clock_wires.png
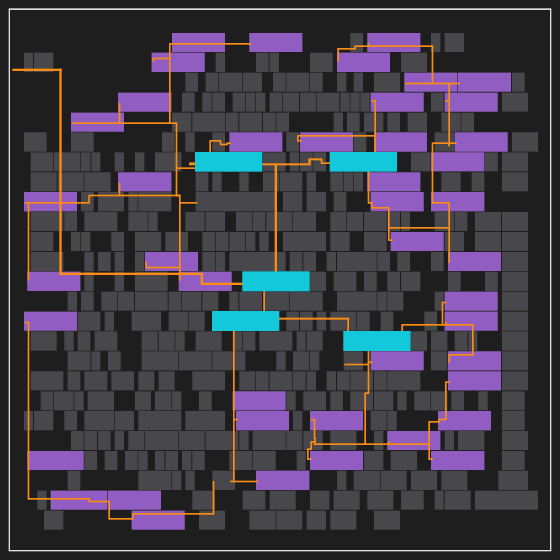
port_trees.png
Scale bar: 20 um.
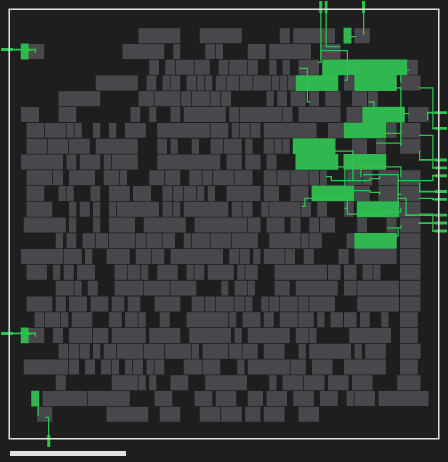
ff_map.png
Other sequential cells in the stronger gray, the rest of the logic in the fainter gray.
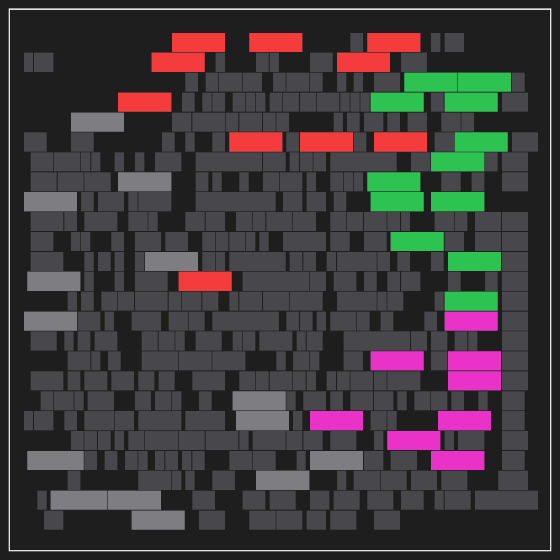
congestion_map.png
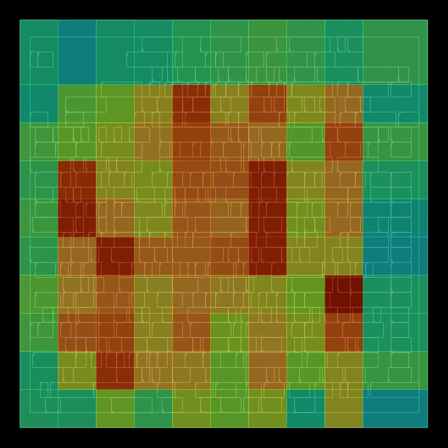
==> config.mk <==
export PLATFORM = sky130hd
export DESIGN_NAME = txbl_console_writer
export DESIGN_NICKNAME = d
export VERILOG_FILES = /design/src/rtl/txbl_console_writer.sv
export SDC_FILE = /design/constraint.sdc
export NUM_CORES = 1
export LEC_CHECK = 0
export CORE_MARGIN = 1.5
export CORE_UTILIZATION = 52
export CTS_BUF_LIST = sky130_fd_sc_hd__clkbuf_16
export DETAILED_ROUTE_END_ITERATION = 7
export GPL_TIMING_DRIVEN = 0
export PLACE_DENSITY = 0.8
export SYNTH_ARGS = -nofsm -noshare
export SYNTH_HDL_FRONTEND = slang
export SYNTH_SLANG_ARGS = --single-unit
==> constraint.sdc <==
create_clock -name cpu_clk -period 2.3 [get_ports cpu_clk]
set_input_delay 0.69 -clock cpu_clk [delete_from_list [all_inputs] [get_ports cpu_clk]]
set_output_delay 0.69 -clock cpu_clk [all_outputs]
set_load 0.05 [all_outputs]
==> flow_summary_export.csv <==
group,metric,value,unit
hold_path,holdPathStages,2,
clock_network,numCtsBuffers,5,
sta,finalHoldViolCount,0,
synthesis,ys_async_sr_fraction,0,%
final_layout,drive_gt1_share,13.3,%
global_routing,grt_pass1_vias,2369,
floorplan,die_y,73.8,um
hold_path,hold_class,"flip-flop to flip-flop",
setup_path,rrSetupSlack,160,ps
setup_path,cp_num_buf_inv,1,
setup_path,cp_slowest_cell,"clkdlybuf4s50_1",
route,vias_per_cell,5.98,
status,status,"complete, no violations",
setup_path,cpPeakStageDelay,840,ps
floorplan,fp.dieW,73.8,um
job,maxCapViolations,0,
final_layout,final_area,3400,um2
sta,holdWs,449,ps
setup_path,critical_path.cell_chain,"clkdlybuf4s50_1",
synthesis,yosys-top-cells-count,"dfxtp_1 (44), a21oi_1 (34), nand2_1 (32)",
sta,report.final.slew_viol_count,0,
setup_path,critPathTopFamily,"buffers and inverters",
route,drtAntennaViolNets,0,
Back to the opening pictures, clock_wires.png:
legend:
  orange:
    item: clock wires
    length: 526 um
  cyan:
    item: clock-net drivers
    count: 5
  purple:
    item: flip-flops
    count: 44
routed clock nets: 6
clock share of power: 38.7%
P_clk: 0.821 mW
Setup Skew: 5.04 ps
clock latency on the worst-skew pair: 280 ps

Back to the opening pictures, port_trees.png:
legend:
  green:
    port: vram_address
    direction: output
    edge: 10 right, 3 top, 2 left, 1 bottom
    end_cells: 16
    wire: 232 um
io pins: 50
I/O Buffers: 45

Back to the opening pictures, ff_map.png:
legend:
  green:
    name_in_the_netlist: vram_address
    flops: 12
  red:
    name_in_the_netlist: idx_reg
    flops: 10
    where: top center
  magenta:
    name_in_the_netlist: data_out
    flops: 8
    where: lower right
not colored: 14
Seq area share: 26.0%
Finished Core Util: 71.0%

Back to the opening pictures, congestion_map.png:
Tot GR Track Use: 26.9%
routed wire length per instance: 15.8 um
met1 GRT Util: 37.9%
GRT met3 Usage: 4.25%

-- worst min-delay path: cells and delay by family (launching register included) --
kind	cells	cell delay [ps]
simple gates	1	50
flops	1	310
compound gates	1	50
-- final cells by class --
class,count,area share [%]
Inverter,10,1.22
Multi-Input combinational cell,245,48.2
Sequential cell,44,26.0
Timing Repair Buffer,48,13.8
Clock inverter,3,1.36
Buffer,21,3.31
Tap cell,67,2.47
Clock buffer,5,3.68
-- metal layers --
layer	up-vias	routed length, um	GRT usage, %
met1	1254	3280	37.9
met5	-	0	0
met3	6	407	4.25
li1	1290	-	-
met2	99	3250	43.1
met4	0	68	6.17
-- what timing repair did --
action,4_1_cts,5_1_grt
pin swaps,2,1
endpoints found under the setup margin,45,25
setup buffers,2,1
endpoints found under the hold margin,0,0
gates resized,25,11
-- layout by cell type (no fill, tap or decap), types with 6 or more instances in the layout --
cell type / instances
clkbuf_1: 7
buf_4: 9
dfxtp_1: 42
nand2_1: 31
mux2i_1: 8
inv_1: 8
nand3_1: 19
dlygate4sd2_1: 11
o21ai_0: 12
a21oi_1: 34
clkdlybuf4s50_1: 31
nor3_1: 6
a211oi_1: 9
ha_1: 12
nor2_1: 23
-- kinds of logic after synthesis --
| kind of cell | after synthesis | synth area share [%] |
|---|---|---|
| and+or+nand+nor | 118 | 24.1 |
| AOI/OAI and AO/OA | 98 | 25.6 |
| DFF | 44 | 33.8 |
| buffers and inverters | 33 | 5.90 |
| adders and majority gates | 12 | 5.76 |
| muxes | 8 | 3.07 |
| xor gates and xnor gates | 5 | 1.68 |
| other | 1 | 0.144 |
-- stage by stage --
| step | setup TNS (ps) | utilization, % | worst slack, ps |
|---|---|---|---|
| detailed placement | -18550 | 65.9 | -670 |
| floorplan | 0 | - | 36.8 |
| global placement | -16480 | 65.9 | -605 |
| finish | 0 | 71.0 | 52.2 |
| global route | 0 | 71.0 | 1.73 |
| CTS | 0 | 70.2 | 5.02 |
-- where the power goes --
part | internal, mW | switching [mW]
combinational | 0.163 | 0.313
sequential | 0.801 | 0.0219
clock | 0.516 | 0.305
total | 1.48 | 0.641
Power figures rest on the tool's default switching activity, not on a simulated workload.
